File: src/rtl/lc3b_types.sv
// Shared LC-3b fetch types: BTB way/set/tag widths, PLRU state,
// BTB controller states, PC field positions and PLRU helper functions.
package lc3b_types;

    typedef logic [1:0] lc3b_pc_ways;
    typedef logic [3:0] lc3b_set;
    typedef logic [9:0] lc3b_pc_tag;
    typedef logic [2:0] lc3b_plru;

    typedef enum logic [1:0] {
        IDLE,
        PROBE,
        ALLOC
    } btb_state_t;

    localparam int BTB_SET_LSB = 2;
    localparam int BTB_TAG_LSB = 6;

    // b0 points at the colder half, b1/b2 at the colder way in each half.
    function automatic lc3b_plru plru_touch(lc3b_plru p, lc3b_pc_ways w);
        lc3b_plru n;
        n = p;
        n[0] = (w < 2'd2);
        if (w < 2'd2) n[1] = (w == 2'd0);
        else          n[2] = (w == 2'd2);
        return n;
    endfunction

    function automatic lc3b_pc_ways plru_victim(lc3b_plru p);
        if (!p[0]) return p[1] ? 2'd1 : 2'd0;
        return p[2] ? 2'd3 : 2'd2;
    endfunction

endpackage

File: src/rtl/btb_plru.sv
// Per-set tree PLRU array (16 x 3 bits) with combinational victim read.
// Ports: clk, rst_n (sync, active-low), rd_set -> victim, touch ports A/B (A wins).
module btb_plru
    import lc3b_types::*;
#(
    parameter int NUM_SETS = 16
) (
    input  logic       clk,
    input  logic       rst_n,
    input  logic [3:0] rd_set,
    output logic [1:0] victim,
    input  logic       a_en,
    input  logic [3:0] a_set,
    input  logic [1:0] a_way,
    input  logic       b_en,
    input  logic [3:0] b_set,
    input  logic [1:0] b_way
);

    lc3b_plru bits [NUM_SETS];

    assign victim = plru_victim(bits[rd_set]);

    always_ff @(posedge clk) begin
        if (!rst_n) begin
            for (int s = 0; s < NUM_SETS; s++) bits[s] <= '0;
        end else begin
            for (int s = 0; s < NUM_SETS; s++) begin
                if (a_en && a_set == lc3b_set'(s))
                    bits[s] <= plru_touch(bits[s], a_way);
                else if (b_en && b_set == lc3b_set'(s))
                    bits[s] <= plru_touch(bits[s], b_way);
            end
        end
    end

endmodule

File: src/rtl/btb_way_ctrl.sv
// BTB tag-compare / valid / PLRU replacement controller for a 4-way x 16-set tag store.
// Ports: fetch_pc/fetch_en -> fetch_hit/fetch_way; upd_valid/upd_pc/upd_ready update
// handshake; tag_in0..3 <- store read at read_set; tag_load/tag_wdata/load_set/load_way
// drive the store write. Optional BTB_STATS_EN adds stat_hits/stat_lookups/stat_allocs.
module btb_way_ctrl
    import lc3b_types::*;
#(
    parameter int NUM_SETS = 16,
    parameter int NUM_WAYS = 4
) (
    input  logic        clk,
    input  logic        rst_n,
    input  logic [15:0] fetch_pc,
    input  logic        fetch_en,
    input  logic        upd_valid,
    input  logic [15:0] upd_pc,
    output logic        upd_ready,
    input  logic [9:0]  tag_in0,
    input  logic [9:0]  tag_in1,
    input  logic [9:0]  tag_in2,
    input  logic [9:0]  tag_in3,
    output logic [3:0]  read_set,
    output logic        tag_load,
    output logic [9:0]  tag_wdata,
    output logic [3:0]  load_set,
    output logic [1:0]  load_way,
    output logic        fetch_hit,
    output logic [1:0]  fetch_way
`ifdef BTB_STATS_EN
    ,
    output logic [15:0] stat_hits,
    output logic [15:0] stat_lookups,
    output logic [15:0] stat_allocs
`endif
);

    btb_state_t state, state_nx;

    logic [NUM_WAYS-1:0] valid [NUM_SETS];

    lc3b_set     cap_set;
    lc3b_pc_tag  cap_tag;
    lc3b_set     fetch_set;
    lc3b_pc_tag  fetch_tag;
    lc3b_pc_tag  cur_tag;
    lc3b_pc_tag  tag_w [4];
    logic [3:0]  hit;
    lc3b_pc_ways hit_way;
    lc3b_pc_ways inv_way;
    lc3b_pc_ways plru_vic;
    lc3b_pc_ways victim;
    logic        all_valid;
    logic        lookup_on;
    logic        a_en;
    lc3b_pc_ways a_way;
    logic        unused_pc_lsb;

    assign unused_pc_lsb = ^{fetch_pc[1:0], upd_pc[1:0]};

    assign fetch_set = fetch_pc[BTB_SET_LSB +: 4];
    assign fetch_tag = fetch_pc[BTB_TAG_LSB +: 10];

    assign tag_w[0] = tag_in0;
    assign tag_w[1] = tag_in1;
    assign tag_w[2] = tag_in2;
    assign tag_w[3] = tag_in3;

    // The read port serves the probe only while in PROBE; otherwise fetch owns it.
    assign read_set = (state == PROBE) ? cap_set : fetch_set;
    assign cur_tag  = (state == PROBE) ? cap_tag : fetch_tag;

    always_comb begin
        hit = '0;
        for (int w = 0; w < 4; w++)
            hit[w] = valid[read_set][w] && (tag_w[w] == cur_tag);
    end

    always_comb begin
        hit_way = 2'd0;
        for (int w = 3; w >= 0; w--)
            if (hit[w]) hit_way = lc3b_pc_ways'(w);
    end

    always_comb begin
        inv_way = 2'd0;
        for (int w = 3; w >= 0; w--)
            if (!valid[cap_set][w]) inv_way = lc3b_pc_ways'(w);
    end

    assign all_valid = &valid[cap_set];
    assign victim    = all_valid ? plru_vic : inv_way;

    assign upd_ready = (state == IDLE);
    assign lookup_on = fetch_en && (state != PROBE);
    assign fetch_hit = lookup_on && (|hit);
    assign fetch_way = fetch_hit ? hit_way : 2'd0;

    always_comb begin
        state_nx = state;
        a_en     = 1'b0;
        a_way    = hit_way;
        unique case (state)
            IDLE: begin
                if (upd_valid) state_nx = PROBE;
            end
            PROBE: begin
                if (|hit) begin
                    a_en     = 1'b1;
                    state_nx = IDLE;
                end else begin
                    state_nx = ALLOC;
                end
            end
            ALLOC: begin
                a_en     = 1'b1;
                a_way    = load_way;
                state_nx = IDLE;
            end
            default: state_nx = IDLE;
        endcase
    end

    btb_plru #(
        .NUM_SETS(NUM_SETS)
    ) u_plru (
        .clk   (clk),
        .rst_n (rst_n),
        .rd_set(cap_set),
        .victim(plru_vic),
        .a_en  (a_en),
        .a_set (cap_set),
        .a_way (a_way),
        .b_en  (fetch_hit),
        .b_set (fetch_set),
        .b_way (hit_way)
    );

    always_ff @(posedge clk) begin
        if (!rst_n) begin
            state     <= IDLE;
            cap_set   <= '0;
            cap_tag   <= '0;
            tag_load  <= 1'b0;
            tag_wdata <= '0;
            load_set  <= '0;
            load_way  <= '0;
            for (int s = 0; s < NUM_SETS; s++) valid[s] <= '0;
        end else begin
            state     <= state_nx;
            tag_load  <= 1'b0;
            tag_wdata <= '0;
            load_set  <= '0;
            load_way  <= '0;
            if (state == IDLE && upd_valid) begin
                cap_set <= upd_pc[BTB_SET_LSB +: 4];
                cap_tag <= upd_pc[BTB_TAG_LSB +: 10];
            end
            // Write strobe and payload are held for exactly the ALLOC cycle.
            if (state == PROBE && !(|hit)) begin
                tag_load  <= 1'b1;
                tag_wdata <= cap_tag;
                load_set  <= cap_set;
                load_way  <= victim;
            end
            if (state == ALLOC) valid[cap_set][load_way] <= 1'b1;
        end
    end

`ifdef BTB_STATS_EN
    always_ff @(posedge clk) begin
        if (!rst_n) begin
            stat_hits    <= '0;
            stat_lookups <= '0;
            stat_allocs  <= '0;
        end else begin
            if (fetch_hit && stat_hits != 16'hFFFF)
                stat_hits <= stat_hits + 16'd1;
            if (lookup_on && stat_lookups != 16'hFFFF)
                stat_lookups <= stat_lookups + 16'd1;
            if (state == ALLOC && stat_allocs != 16'hFFFF)
                stat_allocs <= stat_allocs + 16'd1;
        end
    end
`endif

endmodule
File: config.mk
export PLATFORM = sky130hd
export DESIGN_NAME = btb_way_ctrl
export DESIGN_NICKNAME = d
export VERILOG_FILES = /design/src/rtl/lc3b_types.sv /design/src/rtl/btb_plru.sv /design/src/rtl/btb_way_ctrl.sv
export SDC_FILE = /design/constraint.sdc
export NUM_CORES = 1
export LEC_CHECK = 0
export CORE_MARGIN = 2
export CORE_UTILIZATION = 57
export CTS_CLUSTER_DIAMETER = 120
export DETAILED_ROUTE_END_ITERATION = 10
export GPL_TIMING_DRIVEN = 0
export PLACE_DENSITY_LB_ADDON = 0.15
export SLEW_MARGIN = 5
export SYNTH_ARGS = -nofsm -noshare
export SYNTH_HDL_FRONTEND = slang
export SYNTH_HIERARCHICAL = 1
export SYNTH_SLANG_ARGS = --single-unit
File: constraint.sdc
create_clock -name clk -period 5.3 [get_ports clk]
set_clock_uncertainty 0.1 [all_clocks]
set_input_delay 0.53 -clock clk [delete_from_list [all_inputs] [get_ports clk]]
set_output_delay 0.53 -clock clk [all_outputs]
set_load 0.01 [all_outputs]
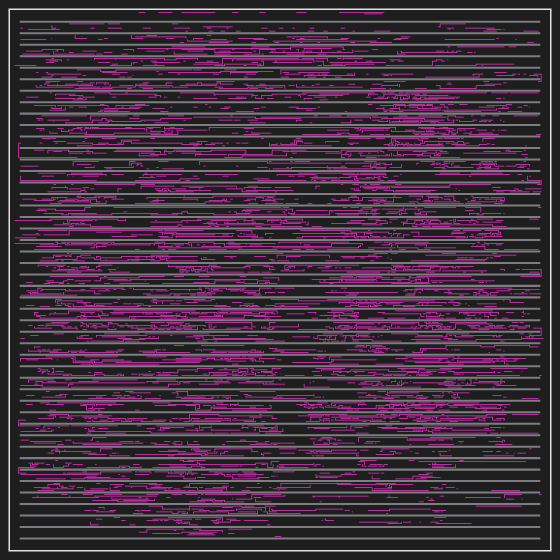
*Metal 1*
Supply wires on this layer in gray.
longest straight run = 50.1 microns
main direction = horizontal

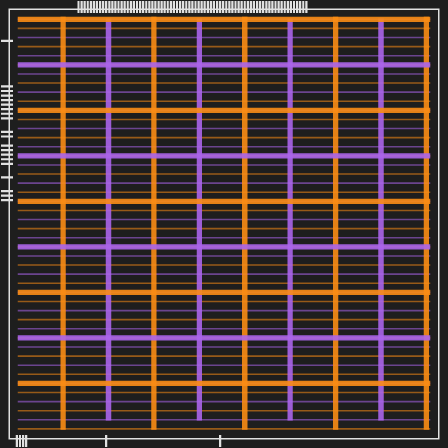
*Floorplan with the power grid*
Pins as bars on the die edge.
purple -> VDD
orange -> VSS
met1 rails = 46
rows = 45
met5 straps = 9
signal pins = 101
met4 straps = 9

==> out/writeup.txt <==
The register area share after synthesis was 0.396. The count of cell instances traversed by the critical path is 15. The endpoint kind of the worst setup timing path was a register. Looking at the gate-level netlist, the highest instance count belongs to sky130_fd_sc_hd__nand2_1. Per the layout report, the design carries 1181 filler cells.

Listed in order, past its start point the critical path passes inv_1 -> ha_1 -> buf_6 -> mux2i_4 -> buf_6 -> mux4_1 -> nand2_1 -> nand4_1 -> nand3_2 -> and3_1 -> mux2_2 -> clkbuf_1 -> nor2b_1 -> o21ai_0 -> a21boi_0. The cell count after synthesis is 851. Leakage power total: 3.76 nW. The power per cell area is 273 nW/um^2, and the final sum of negative setup slack is 0 ns. The clock H-tree reported by CTS has 4 levels. Post-CTS timing repair inserted 0 buffers for setup. Setup repair after global routing left no endpoint under its margin. The startpoint-to-endpoint class of the critical path was reg2reg. The placement report lists the number of port buffers as 96. The smallest clock period supported by the final layout is computed as 5.21 ns.

The pre-antenna-repair detailed-routing pass consisted of 6 iterations. The setup check on the worst reg-to-reg path leaves a slack of 0.09 ns. The logs give 5.40 ns for the worst path required time and 0.700 for the core occupancy in the finished layout.

The run gives 7508 for the via count of the first global-routing pass. The run gives 851 for the yosys stat cell total. For the first-pass GRT wire length, the log shows 42600 microns.

The total count of hold-check failures in the final report is 0. In the final report, the number of pins over their slew limit comes to 0. The flow ran to the end, and the final reports show no timing, DRC or antenna violations.

The top cell types in the final layout, fill and taps aside, are sky130_fd_sc_hd__nand2_1 (116), sky130_fd_sc_hd__dfxtp_1 (101), sky130_fd_sc_hd__clkdlybuf4s50_1 (96), sky130_fd_sc_hd__edfxtp_1 (48). With the total clock buffers created by CTS at 17, the worst hold path depth is 2. The post-detailed-routing wire length was 27500 microns. The critical hold path startpoint is valid[15][2]$_DFF_P_. The transition time at the pin with the least slew margin is 0.907 ns. TritonCTS built the clock tree.
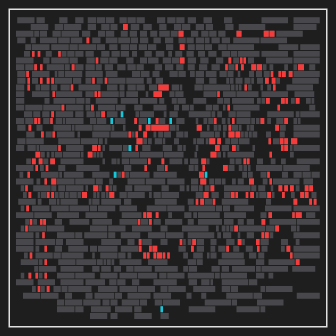
*Logic cells by family*
red -> NAND gates  # cells 198, most used nand2_1
cyan -> inverters  # cells 8, most used inv_1

-- registers in the layout (all words and copies together) (netlist names), 2 cells and up, named ones only --
name	flops
valid	64
load_way	2
load_set	4
tag_wdata	10
cap_tag	10
state	2
cap_set	4
u_plru/bits	48
-- cell families after synthesis --
kind of cell / share of synthesized area
flops: 0.396
mux: 0.167
simple gates: 0.188
buf+inv: 0.0383
xor+xnor: 0.0400
compound gates: 0.166
fa+ha+maj: 0.00429
-- power by group --
group / internal [W] / total [W] / switching [W]
combinational: 0.000183 / 0.000406 / 0.000223
sequential: 0.00121 / 0.00123 / 0.0000248
clock: 0.000678 / 0.00124 / 0.000564
-- stage by stage --
stage	setup slack, ns	instances	cell area, sq um	power (W)
finish	0.0897	1167	10600	0.00288
global route	0.0714	1167	10600	0.00296
CTS	0.320	1167	10600	0.00288
global placement	0.165	1135	9950	0.00165
floorplan	1.53	851	8750	0.00149
detailed placement	0.133	1135	9950	0.00165
-- tightest hold or removal path, delay by kind of cell, from the launching register on --
family / cells / cell delay (ns)
compound gates: 1 / 0.06
flops: 1 / 0.33
simple gates: 1 / 0.05
-- layer usage --
layer | vias to the layer above | GRT usage | part of all wire | wire length, microns
met4 | 0 | 0.179 | 0.051 | 1420
met5 | - | 0 | 0 | 0
met2 | 489 | 0.574 | 0.49 | 13500
li1 | 3465 | - | - | -
met3 | 113 | 0.0580 | 0.078 | 2140
met1 | 3647 | 0.431 | 0.38 | 10400
-- area by class of cell --
cell class	instances	area (sq um)	share of cell area
buffer	64	305	0.0289
clock buffer	17	425	0.0403
clock inverter	15	183	0.0173
inverter	8	30.0	0.00284
multi-input combinational	630	4950	0.469
sequential	149	3460	0.328
tap	188	235	0.0223
timing repair buffer	96	961	0.0910
Power is estimated from default activity; no workload was simulated.
